**config.mk**
```make
export PLATFORM = sky130hd
export DESIGN_NAME = hyperbus_wb_master_flat
export DESIGN_NICKNAME = d
export VERILOG_FILES = /design/src/rtl/hyperbus_pkg.sv /design/src/rtl/hyperbus_if.sv /design/src/rtl/hyperbus_down_counter.sv /design/src/rtl/hyperbus_wb_master.sv /design/src/flat_wrapper.sv
export SDC_FILE = /design/constraint.sdc
export NUM_CORES = 1
export LEC_CHECK = 0
export CAP_MARGIN = 20
export CORE_MARGIN = 1
export CORE_UTILIZATION = 42
export DETAILED_ROUTE_END_ITERATION = 10
export GPL_TIMING_DRIVEN = 0
export PLACE_DENSITY_LB_ADDON = 0.2
export REMOVE_ABC_BUFFERS = 1
export SYNTH_ARGS = -nofsm -noshare
export SYNTH_HDL_FRONTEND = slang
export SYNTH_HIERARCHICAL = 1
export SYNTH_SLANG_ARGS = --single-unit
```
**constraint.sdc**
```tcl
create_clock -name wb_clk -period 2.9 [get_ports wb_clk]
set_input_delay 0.435 -clock wb_clk [delete_from_list [all_inputs] [get_ports wb_clk]]
set_output_delay 0.435 -clock wb_clk [all_outputs]
set_load 0.005 [all_outputs]
```
**src/rtl/hyperbus_pkg.sv**
```systemverilog
// Shared types and constants for the hbus-to-Wishbone responder.
package hyperbus_pkg;

  localparam int WB_DATA_WIDTH   = 32;
  localparam int WB_ADDR_WIDTH   = 32;
  localparam int HBUS_ADDR_WIDTH = 32;
  localparam int HBUS_DATA_WIDTH = 16;

  typedef enum logic [2:0] {
    ST_IDLE    = 3'b001,
    ST_CYC     = 3'b010,
    ST_BACKOFF = 3'b100
  } state_t;

  localparam logic [HBUS_DATA_WIDTH-1:0] ERR_DATA    = 16'hDEAD;
  localparam logic [2:0]                 CTI_CLASSIC = 3'b000;
  localparam logic [1:0]                 BTE_LINEAR  = 2'b00;

  // Halfword lane select: adr[1] picks the upper pair; mask bit 1 = byte not written.
  function automatic logic [3:0] lane_sel(input logic adr1, input logic [1:0] mask);
    return adr1 ? {~mask, 2'b00} : {2'b00, ~mask};
  endfunction

endpackage

```
**src/rtl/hyperbus_if.sv**
```systemverilog
// hbus request port plus Wishbone master port; master = responder view, slave = environment view.
interface hyperbus_if;
  import hyperbus_pkg::*;

  logic [HBUS_ADDR_WIDTH-1:0] hbus_adr_i;
  logic [HBUS_DATA_WIDTH-1:0] hbus_dat_i;
  logic [1:0]                 hbus_mask_i;
  logic                       hbus_rrq;
  logic                       hbus_wrq;
  logic [HBUS_DATA_WIDTH-1:0] hbus_dat_o;
  logic                       hbus_ready;
  logic                       hbus_valid;
  logic [WB_ADDR_WIDTH-1:0]   wb_adr_o;
  logic [WB_DATA_WIDTH-1:0]   wb_dat_o;
  logic [3:0]                 wb_sel_o;
  logic                       wb_we_o;
  logic                       wb_cyc_o;
  logic                       wb_stb_o;
  logic [2:0]                 wb_cti_o;
  logic [1:0]                 wb_bte_o;
  logic [WB_DATA_WIDTH-1:0]   wb_dat_i;
  logic                       wb_ack_i;
  logic                       wb_err_i;
  logic                       wb_rty_i;
  logic                       err_o;
  logic                       err_clr_i;

  modport master (
    input  hbus_adr_i, hbus_dat_i, hbus_mask_i, hbus_rrq, hbus_wrq,
    input  wb_dat_i, wb_ack_i, wb_err_i, wb_rty_i, err_clr_i,
    output hbus_dat_o, hbus_ready, hbus_valid,
    output wb_adr_o, wb_dat_o, wb_sel_o, wb_we_o, wb_cyc_o, wb_stb_o, wb_cti_o, wb_bte_o,
    output err_o
  );

  modport slave (
    output hbus_adr_i, hbus_dat_i, hbus_mask_i, hbus_rrq, hbus_wrq,
    output wb_dat_i, wb_ack_i, wb_err_i, wb_rty_i, err_clr_i,
    input  hbus_dat_o, hbus_ready, hbus_valid,
    input  wb_adr_o, wb_dat_o, wb_sel_o, wb_we_o, wb_cyc_o, wb_stb_o, wb_cti_o, wb_bte_o,
    input  err_o
  );

endinterface

```
**src/rtl/hyperbus_down_counter.sv**
```systemverilog
// Loadable saturating down counter; zero flag is combinational from the count.
module hyperbus_down_counter #(
  parameter int W = 8
) (
  input  logic         wb_clk,
  input  logic         wb_rst_n,
  input  logic         load,
  input  logic [W-1:0] load_val,
  input  logic         dec,
  output logic         zero
);

  logic [W-1:0] cnt;

  always_ff @(posedge wb_clk) begin
    if (!wb_rst_n)               cnt <= '0;
    else if (load)               cnt <= load_val;
    else if (dec && cnt != '0)   cnt <= cnt - W'(1);
  end

  assign zero = (cnt == '0);

endmodule

```
**src/rtl/hyperbus_wb_master.sv**
```systemverilog
// Runs each hbus read/write pulse as one classic 32-bit Wishbone cycle with retry backoff,
// timeout abort and a sticky error flag; hbus_ready is low while a request is in flight.
module hyperbus_wb_master
  import hyperbus_pkg::*;
#(
  parameter int TIMEOUT     = 255,
  parameter int MAX_RETRY   = 3,
  parameter int RETRY_DELAY = 4
) (
  input  logic       wb_clk,
  input  logic       wb_rst_n,
  hyperbus_if.master bus
);

  localparam int TW = $clog2(TIMEOUT + 1);
  localparam int RW = $clog2(MAX_RETRY + 1);
  localparam int BW = $clog2(RETRY_DELAY + 1);

  state_t state, state_nxt;

  logic req_any, accept, skip, err_set;
  logic done, fail, retry, to_load, bo_load, to_zero, bo_zero;
  logic [RW-1:0]              retry_cnt;
  logic [WB_ADDR_WIDTH-1:0]   adr_q;
  logic [WB_DATA_WIDTH-1:0]   dat_q;
  logic [3:0]                 sel_q;
  logic                       we_q, adr1_q, valid_q, err_q;
  logic [HBUS_DATA_WIDTH-1:0] rd_q;

  assign req_any = bus.hbus_rrq | bus.hbus_wrq;
  assign accept  = (state == ST_IDLE) && req_any;
  // A fully masked write touches no byte lane, so it completes without a bus cycle.
  assign skip    = accept && bus.hbus_wrq && (bus.hbus_mask_i == 2'b11);
  assign err_set = fail || (req_any && state != ST_IDLE) || (accept && bus.hbus_rrq && bus.hbus_wrq);

  always_ff @(posedge wb_clk) begin
    if (!wb_rst_n) state <= ST_IDLE;
    else           state <= state_nxt;
  end

  always_comb begin
    state_nxt = state;
    done      = 1'b0;
    fail      = 1'b0;
    retry     = 1'b0;
    to_load   = 1'b0;
    bo_load   = 1'b0;
    unique case (state)
      ST_IDLE: begin
        if (accept && !skip) begin
          state_nxt = ST_CYC;
          to_load   = 1'b1;
        end
      end
      ST_CYC: begin
        if (bus.wb_err_i) begin
          done = 1'b1;
          fail = 1'b1;
        end else if (bus.wb_ack_i) begin
          done = 1'b1;
        end else if (bus.wb_rty_i) begin
          if (retry_cnt < RW'(MAX_RETRY)) begin
            retry     = 1'b1;
            bo_load   = 1'b1;
            state_nxt = ST_BACKOFF;
          end else begin
            done = 1'b1;
            fail = 1'b1;
          end
        end else if (to_zero) begin
          done = 1'b1;
          fail = 1'b1;
        end
        if (done) state_nxt = ST_IDLE;
      end
      ST_BACKOFF: begin
        if (bo_zero) begin
          state_nxt = ST_CYC;
          to_load   = 1'b1;
        end
      end
      default: state_nxt = ST_IDLE;
    endcase
  end

  // Loaded with N-1 so the zero flag lands on the Nth cycle in the state.
  hyperbus_down_counter #(.W(TW)) u_timeout (
    .wb_clk   (wb_clk),
    .wb_rst_n (wb_rst_n),
    .load     (to_load),
    .load_val (TW'(TIMEOUT - 1)),
    .dec      (state == ST_CYC),
    .zero     (to_zero)
  );

  hyperbus_down_counter #(.W(BW)) u_backoff (
    .wb_clk   (wb_clk),
    .wb_rst_n (wb_rst_n),
    .load     (bo_load),
    .load_val (BW'(RETRY_DELAY - 1)),
    .dec      (state == ST_BACKOFF),
    .zero     (bo_zero)
  );

  always_ff @(posedge wb_clk) begin
    if (!wb_rst_n) begin
      adr_q     <= '0;
      dat_q     <= '0;
      sel_q     <= '0;
      we_q      <= 1'b0;
      adr1_q    <= 1'b0;
      retry_cnt <= '0;
      valid_q   <= 1'b0;
      rd_q      <= '0;
      err_q     <= 1'b0;
    end else begin
      valid_q <= 1'b0;
      if (accept) begin
        adr_q     <= {bus.hbus_adr_i[31:2], 2'b00};
        dat_q     <= {2{bus.hbus_dat_i}};
        sel_q     <= lane_sel(bus.hbus_adr_i[1], bus.hbus_wrq ? bus.hbus_mask_i : 2'b00);
        we_q      <= bus.hbus_wrq;
        adr1_q    <= bus.hbus_adr_i[1];
        retry_cnt <= '0;
      end
      if (retry) retry_cnt <= retry_cnt + RW'(1);
      if (done && !we_q) begin
        valid_q <= 1'b1;
        rd_q    <= fail ? ERR_DATA : (adr1_q ? bus.wb_dat_i[31:16] : bus.wb_dat_i[15:0]);
      end
      if (err_set)            err_q <= 1'b1;
      else if (bus.err_clr_i) err_q <= 1'b0;
    end
  end

  assign bus.hbus_ready = (state == ST_IDLE);
  assign bus.hbus_valid = valid_q;
  assign bus.hbus_dat_o = rd_q;
  assign bus.wb_adr_o   = adr_q;
  assign bus.wb_dat_o   = dat_q;
  assign bus.wb_sel_o   = sel_q;
  assign bus.wb_we_o    = we_q;
  assign bus.wb_cyc_o   = (state == ST_CYC);
  assign bus.wb_stb_o   = (state == ST_CYC);
  assign bus.wb_cti_o   = CTI_CLASSIC;
  assign bus.wb_bte_o   = BTE_LINEAR;
  assign bus.err_o      = err_q;

endmodule
```
**src/flat_wrapper.sv**
```systemverilog
// flat-port wrapper written by rule: the top's interface ports become plain ports
module hyperbus_wb_master_flat import hyperbus_pkg::*;
#(
  parameter int TIMEOUT     = 255,
  parameter int MAX_RETRY   = 3,
  parameter int RETRY_DELAY = 4
)
  (wb_clk, wb_rst_n, bus_hbus_adr_i, bus_hbus_dat_i, bus_hbus_mask_i, bus_hbus_rrq, bus_hbus_wrq, bus_wb_dat_i, bus_wb_ack_i, bus_wb_err_i, bus_wb_rty_i, bus_err_clr_i, bus_hbus_dat_o, bus_hbus_ready, bus_hbus_valid, bus_wb_adr_o, bus_wb_dat_o, bus_wb_sel_o, bus_wb_we_o, bus_wb_cyc_o, bus_wb_stb_o, bus_wb_cti_o, bus_wb_bte_o, bus_err_o);
  hyperbus_if bus_i ();
  input  logic wb_clk;
  input  logic wb_rst_n;
  input wire logic [$bits(bus_i.hbus_adr_i)-1:0] bus_hbus_adr_i;
  input wire logic [$bits(bus_i.hbus_dat_i)-1:0] bus_hbus_dat_i;
  input wire logic [$bits(bus_i.hbus_mask_i)-1:0] bus_hbus_mask_i;
  input wire logic [$bits(bus_i.hbus_rrq)-1:0] bus_hbus_rrq;
  input wire logic [$bits(bus_i.hbus_wrq)-1:0] bus_hbus_wrq;
  input wire logic [$bits(bus_i.wb_dat_i)-1:0] bus_wb_dat_i;
  input wire logic [$bits(bus_i.wb_ack_i)-1:0] bus_wb_ack_i;
  input wire logic [$bits(bus_i.wb_err_i)-1:0] bus_wb_err_i;
  input wire logic [$bits(bus_i.wb_rty_i)-1:0] bus_wb_rty_i;
  input wire logic [$bits(bus_i.err_clr_i)-1:0] bus_err_clr_i;
  output wire logic [$bits(bus_i.hbus_dat_o)-1:0] bus_hbus_dat_o;
  output wire logic [$bits(bus_i.hbus_ready)-1:0] bus_hbus_ready;
  output wire logic [$bits(bus_i.hbus_valid)-1:0] bus_hbus_valid;
  output wire logic [$bits(bus_i.wb_adr_o)-1:0] bus_wb_adr_o;
  output wire logic [$bits(bus_i.wb_dat_o)-1:0] bus_wb_dat_o;
  output wire logic [$bits(bus_i.wb_sel_o)-1:0] bus_wb_sel_o;
  output wire logic [$bits(bus_i.wb_we_o)-1:0] bus_wb_we_o;
  output wire logic [$bits(bus_i.wb_cyc_o)-1:0] bus_wb_cyc_o;
  output wire logic [$bits(bus_i.wb_stb_o)-1:0] bus_wb_stb_o;
  output wire logic [$bits(bus_i.wb_cti_o)-1:0] bus_wb_cti_o;
  output wire logic [$bits(bus_i.wb_bte_o)-1:0] bus_wb_bte_o;
  output wire logic [$bits(bus_i.err_o)-1:0] bus_err_o;
  assign bus_i.hbus_adr_i = bus_hbus_adr_i;
  assign bus_i.hbus_dat_i = bus_hbus_dat_i;
  assign bus_i.hbus_mask_i = bus_hbus_mask_i;
  assign bus_i.hbus_rrq = bus_hbus_rrq;
  assign bus_i.hbus_wrq = bus_hbus_wrq;
  assign bus_i.wb_dat_i = bus_wb_dat_i;
  assign bus_i.wb_ack_i = bus_wb_ack_i;
  assign bus_i.wb_err_i = bus_wb_err_i;
  assign bus_i.wb_rty_i = bus_wb_rty_i;
  assign bus_i.err_clr_i = bus_err_clr_i;
  assign bus_hbus_dat_o = bus_i.hbus_dat_o;
  assign bus_hbus_ready = bus_i.hbus_ready;
  assign bus_hbus_valid = bus_i.hbus_valid;
  assign bus_wb_adr_o = bus_i.wb_adr_o;
  assign bus_wb_dat_o = bus_i.wb_dat_o;
  assign bus_wb_sel_o = bus_i.wb_sel_o;
  assign bus_wb_we_o = bus_i.wb_we_o;
  assign bus_wb_cyc_o = bus_i.wb_cyc_o;
  assign bus_wb_stb_o = bus_i.wb_stb_o;
  assign bus_wb_cti_o = bus_i.wb_cti_o;
  assign bus_wb_bte_o = bus_i.wb_bte_o;
  assign bus_err_o = bus_i.err_o;
  hyperbus_wb_master #(.TIMEOUT(TIMEOUT), .MAX_RETRY(MAX_RETRY), .RETRY_DELAY(RETRY_DELAY)) u_core (.wb_clk(wb_clk), .wb_rst_n(wb_rst_n), .bus(bus_i));
endmodule
```
==> impl_metrics.json <==
{
  "rsz0062_at_grt": "false",
  "cts.repair_timing.setup_buffer_count": 0,
  "timing.critical_path.required_ns": 2.47,
  "syn2layout_area_growth_pct": 46.57,
  "post-route-period-util": 0.9455,
  "comb-power_uw": 734,
  "max-clock-path-buffers": 2,
  "ctsHoldBuffers": 0,
  "pre_cts_slack_ns": -0.3098,
  "io_pins": 185,
  "pin_count_of_the_biggest_net_entering_global_routing": 56,
  "ys_sh_aoi": 0.2359,
  "irDropWorstVdd_mv": 0.2669,
  "hold_path.class": "reg2reg",
  "run_status": "completed",
  "max-slew-margin-rel": 0.4102,
  "die_x_microns": 101,
  "layout-drive-gt1-share": 0.06550,
  "worstSkewPairLatency_ns": 0.34,
  "grt_pass1_vias": 3872,
  "clk_root_buffer_cell": "sky130_fd_sc_hd__clkbuf_8",
  "max_cap_violations": 0,
  "worstPathBufferInverterCount": 3,
  "yosys_instances": 477,
  "yosys-mux-area-fraction": 0.04529,
  "path_cells": "or3b_4 > buf_12 > clkinv_8 > clkdlybuf4s50_1",
  "drt-pass1-iter-count": 5,
  "drtIter0Drc": 152,
  "period_needed_ns": 2.742,
  "cts_tree": "yes",
  "postSynthRegisterBits": 86,
  "slowest_stage": "sky130_fd_sc_hd__clkdlybuf4s50_1",
  "worst_path_largest_cell_delay_ns": 0.54,
  "clockBufferCount": 10,
  "clockNetworkAreaShare": 0.03816,
  "synthCells": 477,
  "synth-simple-area-share": 0.1657,
  "netlist_area_sq_um": 4116,
  "endpoint_kind": "primary output",
  "die-height_microns": 101,
  "worstSetupStartpointType": "flip-flop"
}
-- Yosys cell counts, drive strengths merged, types with 3 or more instances --
cell type	n	share of area
or3b	3	0.0064
o31ai	3	0.0055
o22ai	3	0.0046
inv	12	0.011
xnor2	4	0.0085
or4b	3	0.0073
a21oi	59	0.073
buf	37	0.070
nand2	15	0.014
nand3	60	0.073
and2	3	0.0046
nand4	3	0.0046
nor2	5	0.0046
o21a	13	0.024
ha	5	0.015
clkbuf	26	0.024
dfxtp	86	0.42
or4	4	0.0085
a31oi	18	0.027
mux2i	13	0.032
mux2	5	0.014
nor3b	4	0.0073
o21ai	60	0.073
-- layer usage --
metal  share of wire  up-vias  global-route usage
li1                -     1977                   -
met1            0.41     1855              0.2608
met2            0.49      161              0.3899
met3           0.088        8             0.05617
met4           0.011        0             0.07469
met5               0        -                   0
-- registers in the layout (all words and copies together) (netlist names) --
signal                 count
u_core/bus.wb_sel_o        4
u_core/bus.wb_dat_o       16
u_core/retry_cnt           2
u_core/bus.hbus_valid      1
u_core/bus.wb_we_o         1
u_core/bus.err_o           1
u_core/u_backoff/cnt       3
u_core/bus.wb_adr_o       30
u_core/u_timeout/cnt       8
u_core/adr1_q              1
u_core/state               3
u_core/bus.hbus_dat_o     16
-- final timing paths --
path	startpoint	endpoint	slack, ns	cells past startpoint
worst max-delay path	u_core/state[0]	bus_hbus_ready	0.16	4
worst min-delay path	u_core/bus.hbus_dat_o[0]	u_core/bus.hbus_dat_o[0]	0.47	1
worst max register to register	u_core/state[0]	u_core/u_timeout/cnt[1]	0.40	6
worst min register to register	u_core/bus.hbus_dat_o[0]	u_core/bus.hbus_dat_o[0]	0.47	1
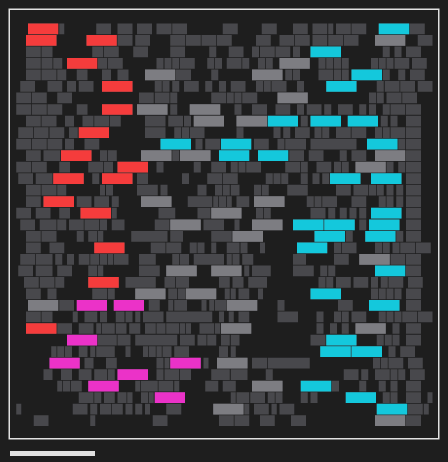
Fig. 1. Register map, names as in the netlist.
The bar under the picture is 20 microns long. Other sequential cells in the stronger gray, the rest of the logic in the fainter gray.
Red marks `u_core/bus.hbus_dat_o`, sequential cells 16. Magenta marks `u_core/u_timeout/cnt`, sequential cells 8, where south-west. Cyan marks `u_core/bus.wb_adr_o`, sequential cells 30.
Another 32 sequential cells are not colored.
utilization of the core after routing: 0.6438
sequential cell area: 1722 sq um
Seq/total area: 0.2854
sequential-cell power consumption: 1.34 mW

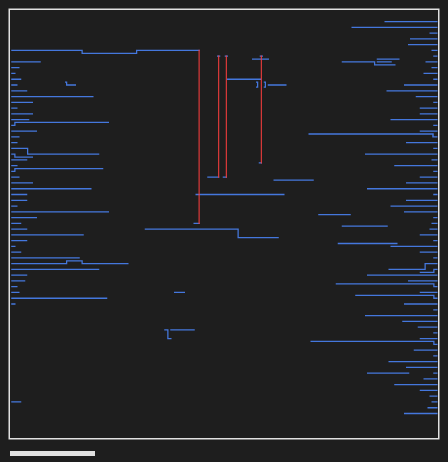
Fig. 2. Metal layers overlaid.
The bar under the picture is 20 microns long. Two of the layers only.
Blue marks met3, wire length 998 microns. Red marks met4, wire length 123 microns.
Avg WL per Cell: 14.97 microns
total detailed-routing wirelength: 11.30 mm
all-layer global routing usage: 0.2211

Power is estimated from default activity; no workload was simulated.
